==> run_1/route_heat.png <==
Scale bar: 50 µm. The die is cut into 28 by 28 equal tiles; black is low, pale yellow is high, scaled to the fullest tile. Values are wire area over tile area, all layers added.
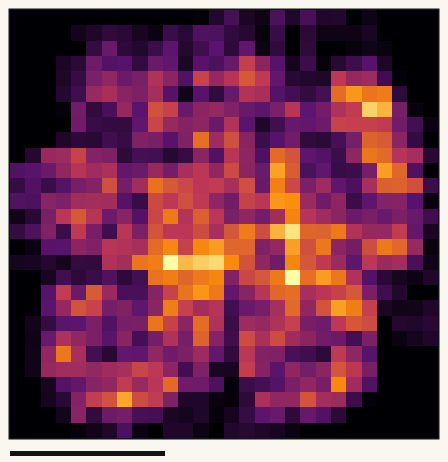
==> run_1/ff_map.png <==
Other sequential cells in the stronger grey, the rest of the logic in the fainter grey.
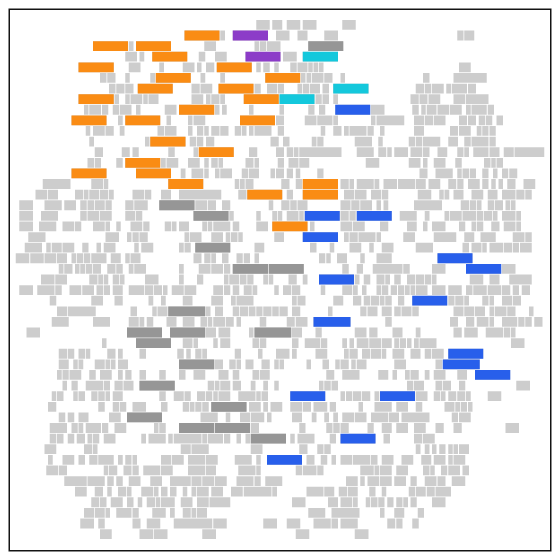
==> run_1/closeup.png <==
Scale bar: 20 µm. Window x 10 to 60, y 10 to 60 µm. Cells in grey, sequential cells in the stronger grey; small squares are vias.
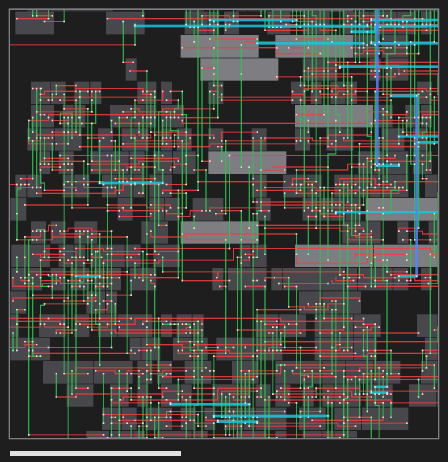
==> run_1/class_map.png <==
Fill, decap, tap and diode cells in grey.
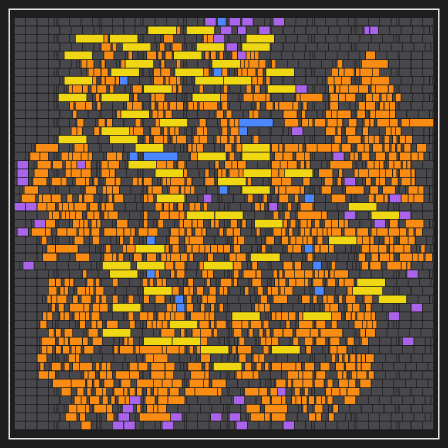
==> config.mk <==
export PLATFORM = sky130hd
export DESIGN_NAME = chess_clock_timer
export DESIGN_NICKNAME = d
export VERILOG_FILES = /design/src/rtl/chess_clock_timer.sv
export SDC_FILE = /design/constraint.sdc
export NUM_CORES = 1
export LEC_CHECK = 0
export CAP_MARGIN = 20
export CORE_UTILIZATION = 43
export CTS_BUF_LIST = sky130_fd_sc_hd__clkbuf_4
export CTS_CLUSTER_DIAMETER = 40
export CTS_CLUSTER_SIZE = 24
export DETAILED_ROUTE_END_ITERATION = 10
export PLACE_DENSITY = 0.64
export SYNTH_ARGS = -nofsm -noshare
export SYNTH_HDL_FRONTEND = slang
export SYNTH_SLANG_ARGS = --single-unit
==> constraint.sdc <==
create_clock -name clock -period 7.1 [get_ports clock]
set_input_delay 0.71 -clock clock [delete_from_list [all_inputs] [get_ports clock]]
set_output_delay 0.71 -clock clock [all_outputs]
set_load 0.01 [all_outputs]
==> flow_metrics.tcl, run 1 <==
# yosys + openroad results
set metrics [dict create \
    drtAntennaViolNets 0 \
    yosys_most_used_dff "dfrtp_1" \
    clk_latency_ps 470 \
    dieArea_um2 19200 \
    synth.largest_area_cell "dfrtp_1" \
    cp_top_family "AND-OR/OR-AND gates" \
    min_period_ps 6480 \
    ys_cells 1073 \
    p_per_area_nw_per_um2 370 \
    dp_slack_ps 594 \
    top_cells_by_count "nor2_1, nand2_1, a21oi_1" \
    post_synth_num_cell_types 102 \
    yosys.area.top_type_share 0.191 \
    ioPinCount 42 \
    async_reset_ff_frac 1.00 \
    cp.depth 23 \
    cts_setup_buffers 0 \
    drive_gt1_frac 0.0779 \
    top_usage_layer "met2" \
    p_total_uw 3230 \
    drtIter0Drc 690 \
    cts_buffers 9 \
    finalHoldViolCount 0 \
    cts_buffer_depth 2 \
    place_area_um2 8560 \
    setup_tns_ps 0 \
    ys_area_um2 8010 \
    status "finished, violations left" \
    die_w_um 138 \
    grt_util_met3 0.0326 \
    syn_inst 1073 \
    critPathSlowestCell "dfrtp_1" \
    edf_count 0 \
    overflow 0 \
    worstRegToRegCells 23 \
    worstPathCellList "ha_1, ha_1, inv_1, fa_1, nor2b_1, o211ai_1, mux2i_1, nor2_2, nand2_2, ha_1, fa_1, a21o_1, a21oi_1, nor2_1, xor2_1, nor2_1, nand2_1, o221ai_1, a31oi_1, or3_1, a21oi_1, o31ai_1, o221ai_1" \
    grt_max_degree 66 \
    yosys-top-cells-area "dfrtp_1, ha_1, nor2_1" \
    fp_nets 1128 \
    grt_pass1_vias 7423 \
    cts-root-buf "clkbuf_4" \
    cp_max_fo 13 \
    p_leak_uw 0.00338 \
    yosysWarnings 0 \
    largest_reg_flops 26 \
    area_growth_pct 9.05 \
    period_used_share 0.913 \
    synth_area_um2 8010 \
    postSynthAreaPerCell_um2 7.46 \
    route.detailed.drc 2 \
    top_cell "nor2_1" \
    startpoint_type "register" \
    firstDrtPassIters 8 \
    setup_viol 0 \
    cts.clk_slew.worst_paths_ps 130 \
    setup.reg_to_reg.worst_slack_ps 620 \
    hp-class "in2async" \
    antenna_found_initial 1 \
    lay_top_cells "nor2_1, nand2_1, a21oi_1" \
    violations "design-rule violations" \
    die_h_um 138 \
    clock_sinks 65 \
    crit_path_max_incr_delay_ps 620 \
    crit_type "reg2reg" \
    required_ps 7440 \
    slew_viol_final 0 \
    cts_hold_buf 0 \
    crit_path_end_kind "register" \
    vdd_drop_max_mv 0.231 \
    nFillCells 1797 \
    slew_headroom 0.394 \
    grt_first_pass_wirelength_mm 37.3 \
    final_common_cell "nor2_1" \
    use_met1 0.328 \
    gp_congestion 0.894 \
    crit_buf_inv 1 \
    fin_ws_ps 619 \
    grtUsageMet2 0.379 \
    viasPerCell 6.22 \
    synth_flops 65 \
    clock_skew_ps 15.0 \
    fmax_ghz 0.154 \
    warnings 26 \
    worst_pin_slew_ps 910 \
    crit_top_cell "ha_1" \
    fp-utilization 0.443 \
    cts_tree "built" \
]
Back to the opening pictures, route_heat.png:
- fullest tile: 0.65
- nearly empty tiles: 17%
- mean over tiles: 0.19
- emptiest ninth of the die: top left
- tiles over half the peak: 19%
- densest ninth of the die: middle
Vias: 8216
routed wire length: 22.4 mm
GRT Util Overall: 0.235
DR WL/cell: 17.0 µm

Back to the opening pictures, ff_map.png:
- presc_q: orange (flops 26)
- state_q: cyan (flops 3)
- flag_q: purple (flops 2)
- b_time: blue (flops 16)
register area: 1630 µm²
sequential cell area share: 0.187

Back to the opening pictures, closeup.png:
- M1: red
- M4: blue
- M2: green
- M3: cyan
- sequential cells in the window: 9
- most frequent: nor2_1 (22), nand2_1 (15), a21oi_1 (15)
- cells with their middle in the window: 190

Back to the opening pictures, class_map.png:
- clock drivers and dummy loads: blue (cells 16)
- registers: yellow (cells 65)
- remaining buffers and delay cells: purple (cells 48)
- remaining logic cells: orange (cells 962)
post-layout util: 0.483
FP Rows: 49
Placeable Area: 18100 µm²
Final Instance Area: 8730 µm²

-- run 1: power breakdown --
part | switching, µW | total [µW] | internal [µW]
Combinational | 1420 | 2370 | 948
Sequential | 131 | 551 | 420
Clock | 162 | 309 | 147
Total | 1720 | 3230 | 1520
-- run 1: cell type report --
type,instances,area (µm²),area share
Multi-Input combinational cell,912,6000,0.687
Sequential cell,65,1630,0.187
Timing Repair Buffer,48,458,0.0525
Tap cell,229,287,0.0328
Inverter,50,188,0.0215
Clock inverter,6,92.6,0.0106
Clock buffer,10,75.1,0.00860
Antenna cell,1,2.50,0.000287
-- run 1: metrics by stage --
| stage | cells | util | hold slack (ps) |
|---|---|---|---|
| 4_1_cts | 1320 | 0.482 | 469 |
| 3_5_place_dp | 1304 | 0.473 | 488 |
| 3_3_place_gp | 1304 | 0.473 | 482 |
| 6_report | 1321 | 0.483 | 432 |
| 5_1_grt | 1321 | 0.483 | 514 |
| 2_1_floorplan | 1073 | - | 414 |
-- run 1: what timing repair did --
action,CTS,global route
setup endpoints to repair,0,1
resized,0,1
hold endpoints to repair,0,0
-- run 1: logic make-up (layout without fill, tap and decap cells) --
kind of cell               count (synthesis)  after routing  synth area share
adders and majority gates                 52             52            0.0878
muxes                                     10             10            0.0131
DFF                                       65             65             0.204
xor gates and xnor gates                  69             69            0.0816
buffers and inverters                     96            114            0.0478
AOI/OAI and AO/OA                        348            348             0.290
and+or+nand+nor                          433            433             0.276
other                                      0              1                 0
-- run 1: metal layers --
| layer | vias to the layer above | share of wire |
|---|---|---|
| met5 | - | 0 |
| met4 | 0 | 0.013 |
| met3 | 22 | 0.054 |
| met2 | 248 | 0.46 |
| met1 | 3897 | 0.48 |
| li1 | 4049 | - |
==> run_1/placed.png <==
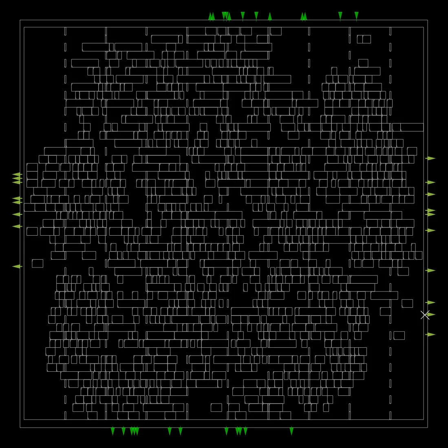

==> inputs of run 2 (changes only) <==
--- a/config.mk
+++ b/config.mk
@@ -6,12 +6,13 @@
 export NUM_CORES = 1
 export LEC_CHECK = 0
 export CAP_MARGIN = 20
-export CORE_UTILIZATION = 43
+export CORE_UTILIZATION = 35
 export CTS_BUF_LIST = sky130_fd_sc_hd__clkbuf_4
 export CTS_CLUSTER_DIAMETER = 40
 export CTS_CLUSTER_SIZE = 24
 export DETAILED_ROUTE_END_ITERATION = 10
-export PLACE_DENSITY = 0.64
+export HOLD_SLACK_MARGIN = 0.12
+export PLACE_DENSITY = 0.55
 export SYNTH_ARGS = -nofsm -noshare
 export SYNTH_HDL_FRONTEND = slang
 export SYNTH_SLANG_ARGS = --single-unit
==> run_2/placed.png <==
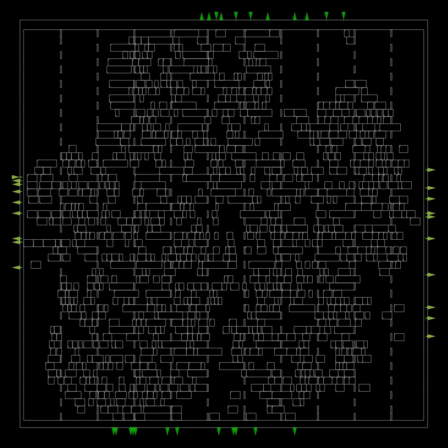
post-layout util: 0.397
tap cells: 280
Layout fillers: 2288

==> run 2 against run 1 <==
Net effect: critical endpoint unchanged; critical path type unchanged; non-clock buffer count grew 3; clock-buffer cell count shrank 1; first-iteration DRC count shrank 7.5%; the flow now finishes without violations; combinational power is essentially flat; largest power group unchanged; global-route usage shrank 3.4 points; clock skew grew 1.7 ps.
==> flow_metrics.tcl, run 2 <==
# yosys + openroad results
set metrics [dict create \
    cp_max_fo 13 \
    overflow 0 \
    postSynthAreaPerCell_um2 7.46 \
    met3WireLength_mm 1.02 \
    cp_top_family "adder cells" \
    cts_hold_buf 0 \
    firstDrtPassIters 5 \
    fin_area_um2 8770 \
    die_w_um 153 \
    synth_area_um2 8010 \
    required_ps 7420 \
    largest_reg_flops 26 \
    clock_sinks 65 \
    use_met1 0.281 \
    fmax_ghz 0.154 \
    cts_buffer_depth 2 \
    cts.clk_slew.worst_paths_ps 130 \
    viasPerCell 5.95 \
    worst_pin_slew_ps 905 \
    cts_resized 0 \
    post_synth_num_cell_types 102 \
    min_period_ps 6510 \
    p_leak_uw 0.00337 \
    clock_skew_ps 16.7 \
    setup.reg_to_reg.worst_slack_ps 590 \
    slew_viol_final 0 \
    vdd_drop_max_mv 0.169 \
    syn_inst 1073 \
    die_h_um 153 \
    crit_path_end_kind "register" \
    cts_setup_buffers 0 \
    period_used_share 0.917 \
    grt_max_degree 66 \
    finalHoldViolCount 0 \
    ioPinCount 42 \
    ys_cells 1073 \
    antenna_found_initial 1 \
    cp.depth 23 \
    drtIter0Drc 638 \
    status "finished, final reports clean" \
    top_cells_by_count "nor2_1, nand2_1, a21oi_1" \
    clk_latency_ps 440 \
    worstPathCellList "ha_1, ha_1, inv_1, fa_1, nor2b_1, o211ai_1, mux2i_1, nor2_2, nand2_2, ha_1, fa_1, a21o_1, a21oi_1, nor2_1, xor2_1, xnor2_1, mux2i_1, mux2_2, a21oi_1, or3_1, a311oi_1, o31ai_1, o221ai_1" \
    slew_headroom 0.397 \
    top_usage_layer "met2" \
    fin_ws_ps 592 \
    p_per_area_nw_per_um2 363 \
    warnings 26 \
    vias 8185 \
    route.detailed.drc 0 \
    top_cell "nor2_1" \
    gp_congestion 0.889 \
    grt_usage 0.201 \
    yosys_most_used_dff "dfrtp_1" \
    synth.largest_area_cell "dfrtp_1" \
]
==> run_2/class_map.png <==
Fill, decap, tap and diode cells in grey.
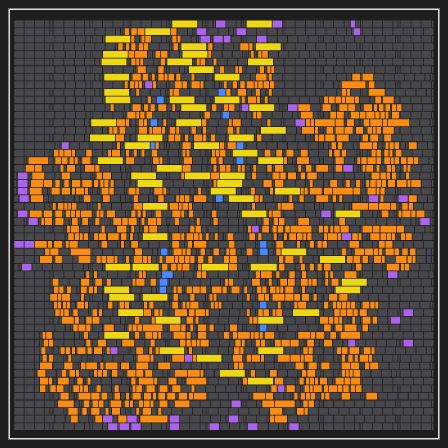
- remaining logic cells: orange (cells 962)
- registers: yellow (cells 65)
- clock drivers and dummy loads: blue (cells 16)
- remaining buffers and delay cells: purple (cells 51)
FP Rows: 54
sequential cell area share: 0.186
Placeable Area: 22100 µm²

run 2: cell counts after synthesis:
No cell type changed its count.
run 2: stage by stage:
| step | power, µW | cells | hold WS, ps |
|---|---|---|---|
| detailed placement | 2910 | 1358 | 501 |
| CTS | 3170 | 1374 | 480 |
| finish | 3180 | 1375 | 456 |
| global route | 3490 | 1375 | 530 |
| global placement | 2920 | 1358 | 497 |
| floorplan | 2360 | 1073 | 414 |
run 2: cell type report:
class                           instances  area [µm²]
Inverter                               50         188
Multi-Input combinational cell        912        6000
Antenna cell                            1        2.50
Timing Repair Buffer                   51         480
Clock inverter                          7        56.3
Clock buffer                            9        67.6
Tap cell                              280         350
Fill cell                            2288       13300
Sequential cell                        65        1630
run 2: worst register-to-register path: stages, from the launching register on:
cell      delay [ps]
dfrtp_1          630
ha_1             320
ha_1             210
inv_1             70
fa_1             500
nor2b_1          290
o211ai_1         160
mux2i_1          210
nor2_2           320
nand2_2          210
ha_1             280
fa_1             440
a21o_1           200
a21oi_1          300
nor2_1           130
xor2_1           430
xnor2_1          200
mux2i_1          110
mux2_2           300
a21oi_1          390
or3_1            180
a311oi_1          80
o31ai_1          270
o221ai_1         170
run 2: logic make-up (layout without fill, tap and decap cells):
| logic type | Yosys count | after routing | synth area share |
|---|---|---|---|
| buf+inv | 96 | 117 | 0.0478 |
| compound gates | 348 | 348 | 0.290 |
| flops | 65 | 65 | 0.204 |
| xor+xnor | 69 | 69 | 0.0816 |
| fa+ha+maj | 52 | 52 | 0.0878 |
| simple gates | 433 | 433 | 0.276 |
| other cells | 0 | 1 | 0 |
| mux | 10 | 10 | 0.0131 |
run 2: where the power goes:
group          switching, µW  total [µW]  internal [µW]
combinational           1440        2400            957
sequential               128         548            420
clock                    162         236           74.3
total                   1730        3180           1450
Power figures rest on the tool's default switching activity, not on a simulated workload.
